## src/rtl/h2h_dma_pkg.sv

```systemverilog
// Shared definitions for the h2h DMA controller: register map, bit positions,
// copy-engine state encoding and the STATUS word packing.
package h2h_dma_pkg;

    // Register word indices, taken from haddr[4:2]
    localparam logic [2:0] REG_SRC  = 3'd0;
    localparam logic [2:0] REG_DST  = 3'd1;
    localparam logic [2:0] REG_LEN  = 3'd2;
    localparam logic [2:0] REG_CTRL = 3'd3;
    localparam logic [2:0] REG_STAT = 3'd4;

    localparam int CTRL_START   = 0;
    localparam int CTRL_IRQ_EN  = 1;
    localparam int STAT_BUSY    = 0;
    localparam int STAT_DONE    = 1;
    localparam int STAT_REM_LSB = 16;

    typedef enum logic [2:0] {
        ST_IDLE,
        ST_RD_REQ,
        ST_RD_WAIT,
        ST_WR_REQ,
        ST_FIN
    } dma_state_t;

    function automatic logic [31:0] status_word(input logic        busy,
                                                input logic        done,
                                                input logic [15:0] remaining);
        logic [31:0] w;
        w                             = '0;
        w[STAT_BUSY]                  = busy;
        w[STAT_DONE]                  = done;
        w[STAT_REM_LSB +: 16]         = remaining;
        return w;
    endfunction

endpackage

```

## src/rtl/h2h_ahb_regif.sv

```systemverilog
// AHB-lite slave front end: address/data-phase capture and the DMA register file.
// Produces a START pulse and DONE-clear pulse in the cycle a write commits.
module h2h_ahb_regif
    import h2h_dma_pkg::*;
#(
    parameter int AW    = 32,
    parameter int LEN_W = 16
) (
    input  logic             clk,
    input  logic             rst_n,
    input  logic             hsel,
    input  logic [31:0]      haddr,
    input  logic [1:0]       htrans,
    input  logic             hwrite,
    input  logic [31:0]      hwdata,
    input  logic             hready,
    output logic [31:0]      hrdata,
    input  logic             busy,
    input  logic             done,
    input  logic [15:0]      remaining,
    output logic [AW-1:0]    src,
    output logic [AW-1:0]    dst,
    output logic [LEN_W-1:0] len,
    output logic             irq_en,
    output logic             start,
    output logic             done_clr
);

    logic        addr_phase;
    logic        dph_wr;
    logic [2:0]  dph_idx;
    logic [31:0] rd_mux;
    logic        unused_ok;

    assign addr_phase = hsel & hready & htrans[1];
    assign unused_ok  = &{1'b0, haddr[31:5], haddr[1:0], htrans[0]};

    // NOTE: every variable written here gets a default first, so no latch is inferred.
    always_comb begin
        rd_mux = '0;
        case (haddr[4:2])
            REG_SRC:  rd_mux = 32'(src);
            REG_DST:  rd_mux = 32'(dst);
            REG_LEN:  rd_mux = 32'(len);
            REG_CTRL: rd_mux[CTRL_IRQ_EN] = irq_en;
            REG_STAT: rd_mux = status_word(busy, done, remaining);
            default:  rd_mux = '0;
        endcase
    end

    // NOTE: sequential state uses non-blocking assignments so every flop samples pre-edge values.
    always_ff @(posedge clk or negedge rst_n) begin
        if (!rst_n) begin
            dph_wr  <= 1'b0;
            dph_idx <= '0;
            hrdata  <= '0;
        end else begin
            dph_wr <= addr_phase & hwrite;
            if (addr_phase) begin
                dph_idx <= haddr[4:2];
            end
            if (addr_phase && !hwrite) begin
                hrdata <= rd_mux;
            end
        end
    end

    // START and DONE-clear act at the same edge the write data is committed
    assign start    = dph_wr && (dph_idx == REG_CTRL) && hwdata[CTRL_START];
    assign done_clr = dph_wr && (dph_idx == REG_STAT) && hwdata[STAT_DONE];

    always_ff @(posedge clk or negedge rst_n) begin
        if (!rst_n) begin
            src    <= '0;
            dst    <= '0;
            len    <= '0;
            irq_en <= 1'b0;
        end else if (dph_wr) begin
            case (dph_idx)
                REG_SRC:  if (!busy) src <= hwdata[AW-1:0];
                REG_DST:  if (!busy) dst <= hwdata[AW-1:0];
                REG_LEN:  if (!busy) len <= hwdata[LEN_W-1:0];
                REG_CTRL: irq_en <= hwdata[CTRL_IRQ_EN];
                default:  ;
            endcase
        end
    end

endmodule

```

## src/rtl/h2h_dma_ctrl.sv

```systemverilog
// Single-channel word-at-a-time memory-to-memory copy engine behind an AHB-lite
// register slave; raises a level interrupt when a transfer completes.
module h2h_dma_ctrl
    import h2h_dma_pkg::*;
#(
    parameter int AW    = 32,
    parameter int LEN_W = 16
) (
    input  logic          h2h_mclk,
    input  logic          h2h_rstn,
    input  logic          hsel,
    input  logic [31:0]   haddr,
    input  logic [1:0]    htrans,
    input  logic          hwrite,
    input  logic [31:0]   hwdata,
    input  logic          hready,
    output logic [31:0]   hrdata,
    output logic          hreadyout,
    output logic [1:0]    hresp,
    output logic          mem_req,
    output logic          mem_we,
    output logic [AW-1:0] mem_addr,
    output logic [31:0]   mem_wdata,
    input  logic          mem_gnt,
    input  logic          mem_rvalid,
    input  logic [31:0]   mem_rdata,
    output logic          irq
);

    logic [AW-1:0]    cfg_src;
    logic [AW-1:0]    cfg_dst;
    logic [LEN_W-1:0] cfg_len;
    logic             irq_en;
    logic             start;
    logic             done_clr;

    dma_state_t       state;
    logic [AW-1:0]    rd_ptr;
    logic [AW-1:0]    wr_ptr;
    logic [LEN_W-1:0] remaining;
    logic             busy;
    logic             done;

    assign hreadyout = 1'b1;
    assign hresp     = 2'b00;

    h2h_ahb_regif #(
        .AW    (AW),
        .LEN_W (LEN_W)
    ) u_regif (
        .clk       (h2h_mclk),
        .rst_n     (h2h_rstn),
        .hsel      (hsel),
        .haddr     (haddr),
        .htrans    (htrans),
        .hwrite    (hwrite),
        .hwdata    (hwdata),
        .hready    (hready),
        .hrdata    (hrdata),
        .busy      (busy),
        .done      (done),
        .remaining (16'(remaining)),
        .src       (cfg_src),
        .dst       (cfg_dst),
        .len       (cfg_len),
        .irq_en    (irq_en),
        .start     (start),
        .done_clr  (done_clr)
    );

    // mem_wdata doubles as the one-word copy buffer: it is loaded on rvalid
    // and held untouched until the write is granted.
    always_ff @(posedge h2h_mclk or negedge h2h_rstn) begin
        if (!h2h_rstn) begin
            state     <= ST_IDLE;
            rd_ptr    <= '0;
            wr_ptr    <= '0;
            remaining <= '0;
            busy      <= 1'b0;
            done      <= 1'b0;
            irq       <= 1'b0;
            mem_req   <= 1'b0;
            mem_we    <= 1'b0;
            mem_addr  <= '0;
            mem_wdata <= '0;
        end else begin
            irq <= done & irq_en;
            if (done_clr) begin
                done <= 1'b0;
            end
            case (state)
                ST_IDLE: begin
                    if (start) begin
                        if (cfg_len == '0) begin
                            done <= 1'b1;
                        end else begin
                            rd_ptr    <= cfg_src;
                            wr_ptr    <= cfg_dst;
                            remaining <= cfg_len;
                            done      <= 1'b0;
                            busy      <= 1'b1;
                            mem_req   <= 1'b1;
                            mem_we    <= 1'b0;
                            mem_addr  <= cfg_src;
                            state     <= ST_RD_REQ;
                        end
                    end
                end
                ST_RD_REQ: begin
                    if (mem_gnt) begin
                        mem_req <= 1'b0;
                        state   <= ST_RD_WAIT;
                    end
                end
                ST_RD_WAIT: begin
                    if (mem_rvalid) begin
                        mem_wdata <= mem_rdata;
                        mem_req   <= 1'b1;
                        mem_we    <= 1'b1;
                        mem_addr  <= wr_ptr;
                        state     <= ST_WR_REQ;
                    end
                end
                ST_WR_REQ: begin
                    if (mem_gnt) begin
                        rd_ptr    <= rd_ptr + AW'(4);
                        wr_ptr    <= wr_ptr + AW'(4);
                        remaining <= remaining - LEN_W'(1);
                        mem_we    <= 1'b0;
                        if (remaining == LEN_W'(1)) begin
                            mem_req <= 1'b0;
                            state   <= ST_FIN;
                        end else begin
                            mem_addr <= rd_ptr + AW'(4);
                            state    <= ST_RD_REQ;
                        end
                    end
                end
                ST_FIN: begin
                    busy  <= 1'b0;
                    done  <= 1'b1;
                    state <= ST_IDLE;
                end
                default: state <= ST_IDLE;
            endcase
        end
    end

endmodule

```

## config.mk

```make
export PLATFORM = sky130hd
export DESIGN_NAME = h2h_dma_ctrl
export DESIGN_NICKNAME = d
export VERILOG_FILES = /design/src/rtl/h2h_dma_pkg.sv /design/src/rtl/h2h_ahb_regif.sv /design/src/rtl/h2h_dma_ctrl.sv
export SDC_FILE = /design/constraint.sdc
export NUM_CORES = 1
export LEC_CHECK = 0
export ABC_AREA = 1
export CORE_AREA = 4 4 198 219
export DETAILED_ROUTE_END_ITERATION = 8
export DIE_AREA = 0 0 202 223
export SYNTH_ARGS = -nofsm -noshare
export SYNTH_HDL_FRONTEND = slang
export SYNTH_SLANG_ARGS = --single-unit
export TNS_END_PERCENT = 30
```

## constraint.sdc

```tcl
create_clock -name h2h_mclk -period 2.6 [get_ports h2h_mclk]
set_clock_uncertainty 0.05 [all_clocks]
set_input_delay 0.26 -clock h2h_mclk [delete_from_list [all_inputs] [get_ports h2h_mclk]]
set_output_delay 0.26 -clock h2h_mclk [all_outputs]
set_load 0.1 [all_outputs]
```

Fig. 1: signal wires by layer
Two of the layers only.
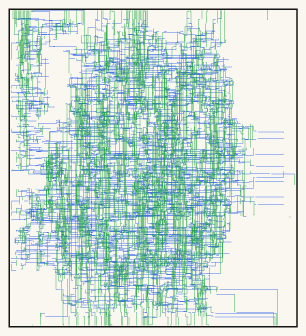
legend:
  M2:
    color: green
    wire_length: 22.5 mm
  M1:
    color: blue
    wire_length: 19200 µm
via count of the routed design: 13240
drt total wl: 46900 µm
combined global-route utilization of all metal layers: 20.4%
routed len/inst: 17.7 µm

Fig. 2: routed metal per tile
20 x 22 tiles, from dark blue (low) to red (high), scaled to the fullest tile. Values are wire area over tile area, all layers added.
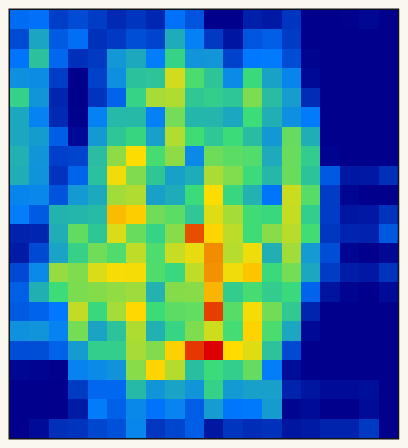
densest ninth of the die: center
fullest tile: 0.56
mean over tiles: 0.17

Fig. 3: nets reached from selected ports
The bar under the picture is 50 µm long.
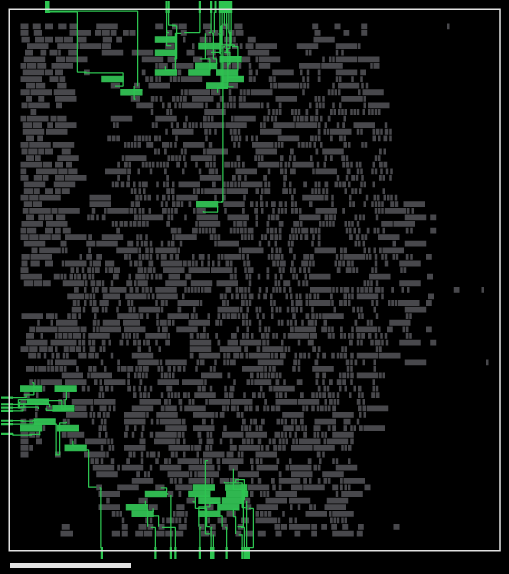
legend:
  hrdata:
    color: green
    direction: output
    edge: 13 top, 12 bottom, 7 left
    end_cells: 32
    buffers: 32
    wire: 1140 µm
top-level port count: 207
Buffers on Ports: 173

Fig. 4: the clock network
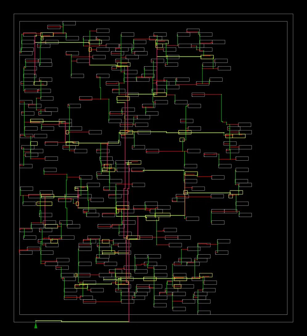
number of clock-tree buffers in the layout: 38
number of clock sinks: 269
layout sequential cell count: 269
power dissipated in the clock network: 4.24 mW
Inserted Clock Buffers: 29

Fig. 5: a small window of the routed layout
Region (30, 147) to (70, 187) µm. Cells in gray, sequential cells in the stronger gray; small squares are vias.
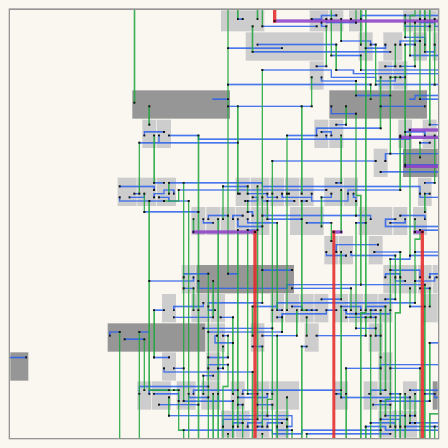
legend:
  M2:
    color: green
  M4:
    color: red
  M1:
    color: blue
  M3:
    color: purple
cells with their middle in the window: 87
netlist names of flops here include: remaining (4)
most frequent: nand2_1 (35), nor2_1 (19), nand3_1 (8)
sequential cells in the window: 4

==> results.txt <==
Observations from the implementation run.

Run status:
- The run finished with clean final reports.

Global route:
- The run gives the number of global-route vias before repair as 13165.
- On met2, the global router reports a usage of 34.6%.
- The run puts the global-route wire length before repair at 73800 µm.

Power:
- The run gives the static leakage power as 8.84 nW.
- The run gives the combinational logic power as 13.3 mW.
- The run puts the peak ir drop on the vdd network at 0.00114 V.
- For this design the ratio of total power to cell area is 1400 nW/µm².
- The run gives the reported net switching power as 12.9 mW.
- After layout, the design draws a total of 24.4 mW.
- The power report attributes to the combinational group a share of 54.5%.

Cells and area:
- The run puts the post-layout utilization of the core at 42.3%.
- The run puts the storage element area at 6730 µm².
- For the completed layout, the total cell area is recorded as 17400 µm².
- From synthesis to final layout, the design area changed by 22.5%.
- The run gives the area fraction of clock buffers and clock inverters as 5.54%.
- The run gives the combinational cell area excluding buffers and inverters as 6490 µm².
- The most common logic cell in the final layout is nand2_1.
- The run gives the fraction of area in multi-input gates as 37.3%.
- By area, the class that comes first in the final layout consists of flip-flops and latches.

Drt:
- The run puts the violation count after the first detailed-routing iteration at 1123.
- The run gives the number of nets still failing antenna checks after routing as 0.
- The run puts the vias per cell at 4.98.
- In the detailed route, the total length drawn on met2 is 22500 µm.

Run:
- The run gives the number of max-capacitance violations reported as 0.

Logic synthesis:
- The run puts the total cells reported by yosys after synthesis at 1917.
- The run gives the parity-gate share of the synthesized area counting xor and xnor cells as 0.432%.
- The run gives the area share of and-or/or-and cells after synthesis as 9.99%.
- Yosys printed 0 warnings.
- The run gives the fraction of synthesized area in multiplexers as 4.44%.
- The run puts the share of the synthesized area in the top cell type at 47.4%.
- The run puts the number of distinct library cell variants in the gate-level netlist after synthesis at 39.
- The run gives the post-synth area from yosys stat as 14200 µm².
- The run gives the average cell area after synthesis as 7.41 µm².
- The run gives the synthesized cell area as 14200 µm².
- Of all cell types, the one taking the most synthesized area is dfrtp_1.
- The run gives the fraction of registers with async set/reset as 100%.
- Of the synthesized area, sequential elements account for 47.4%.

Critical path:
- The run gives the maximum net fanout on the critical path as 5.
- The critical path is of the reg -> reg type.
- For the worst reg-to-reg path, the endpoint reported by OpenROAD is mem_addr[14].
- The run gives the startpoint of the worst-slack reg-to-reg timing path as rd_ptr[3].
- Per STA, the worst path is made up of ha_1, nand2_1, nor2_1, nand2_1, nor2_1, nand2_1, nand3_1, o211ai_1, nand2_1, nand2_1.
- The run gives the required time of the worst setup path as 3.00 ns.
- The run gives the most prevalent standard cell on the critical path as nand2_1.
- The OpenROAD report gives the critical path a data arrival time of 2.59 ns.
- According to the timing report, the critical path is captured at mem_addr[14].
- The run gives the kind of launch point of the worst setup path as a flip-flop.
- The run puts the delay contributed by the slowest stage of the critical path at 0.39 ns.

Final timing:
- Counting pins that exceed their max-slew limit in the final report gives 0.
- The run puts the total of endpoints with negative setup slack in the final report at 0.
- The run gives the share of the cycle needed by the critical path after routing as 84.2%.
- Setup repair after global routing left no endpoint under its margin.
- The run gives the relative slew slack as 48.6%.
- Across all hold checks on the routed design, the worst slack comes to 0.238 ns.
- Derived from the worst setup path, the maximum achievable clock frequency is 457 MHz.
- The run gives the pin slew with the least headroom to its limit as 0.768 ns.
- The critical path in the final layout is reported with a setup slack of 0.410 ns.

Floorplanning:
- The die is 223 µm tall.
- The floorplan has 78 rows.

CTS:
- The run gives the buffer count from post-CTS setup fixing as 0.
- The run gives the clock tree buffer depth as 3.
- The run puts the count of hold-fix buffers inserted at cts at 1.
- On the reported timing paths, the clock transition at the registers reads 0.06 ns.
- TritonCTS built the clock tree.
- The run puts the source-to-sink clock delay at the later pin of the worst-skew pair at 0.56 ns.

Placement:
- The run gives the number of placed cells counting well taps as 2608.
- The run gives the total placed instance area as 16400 µm².
- Detailed placement finished with a half-perimeter wire length of 34400 µm.
- The run gives the setup slack after placement as 0.409 ns.
Power figures rest on the tool's default switching activity, not on a simulated workload.
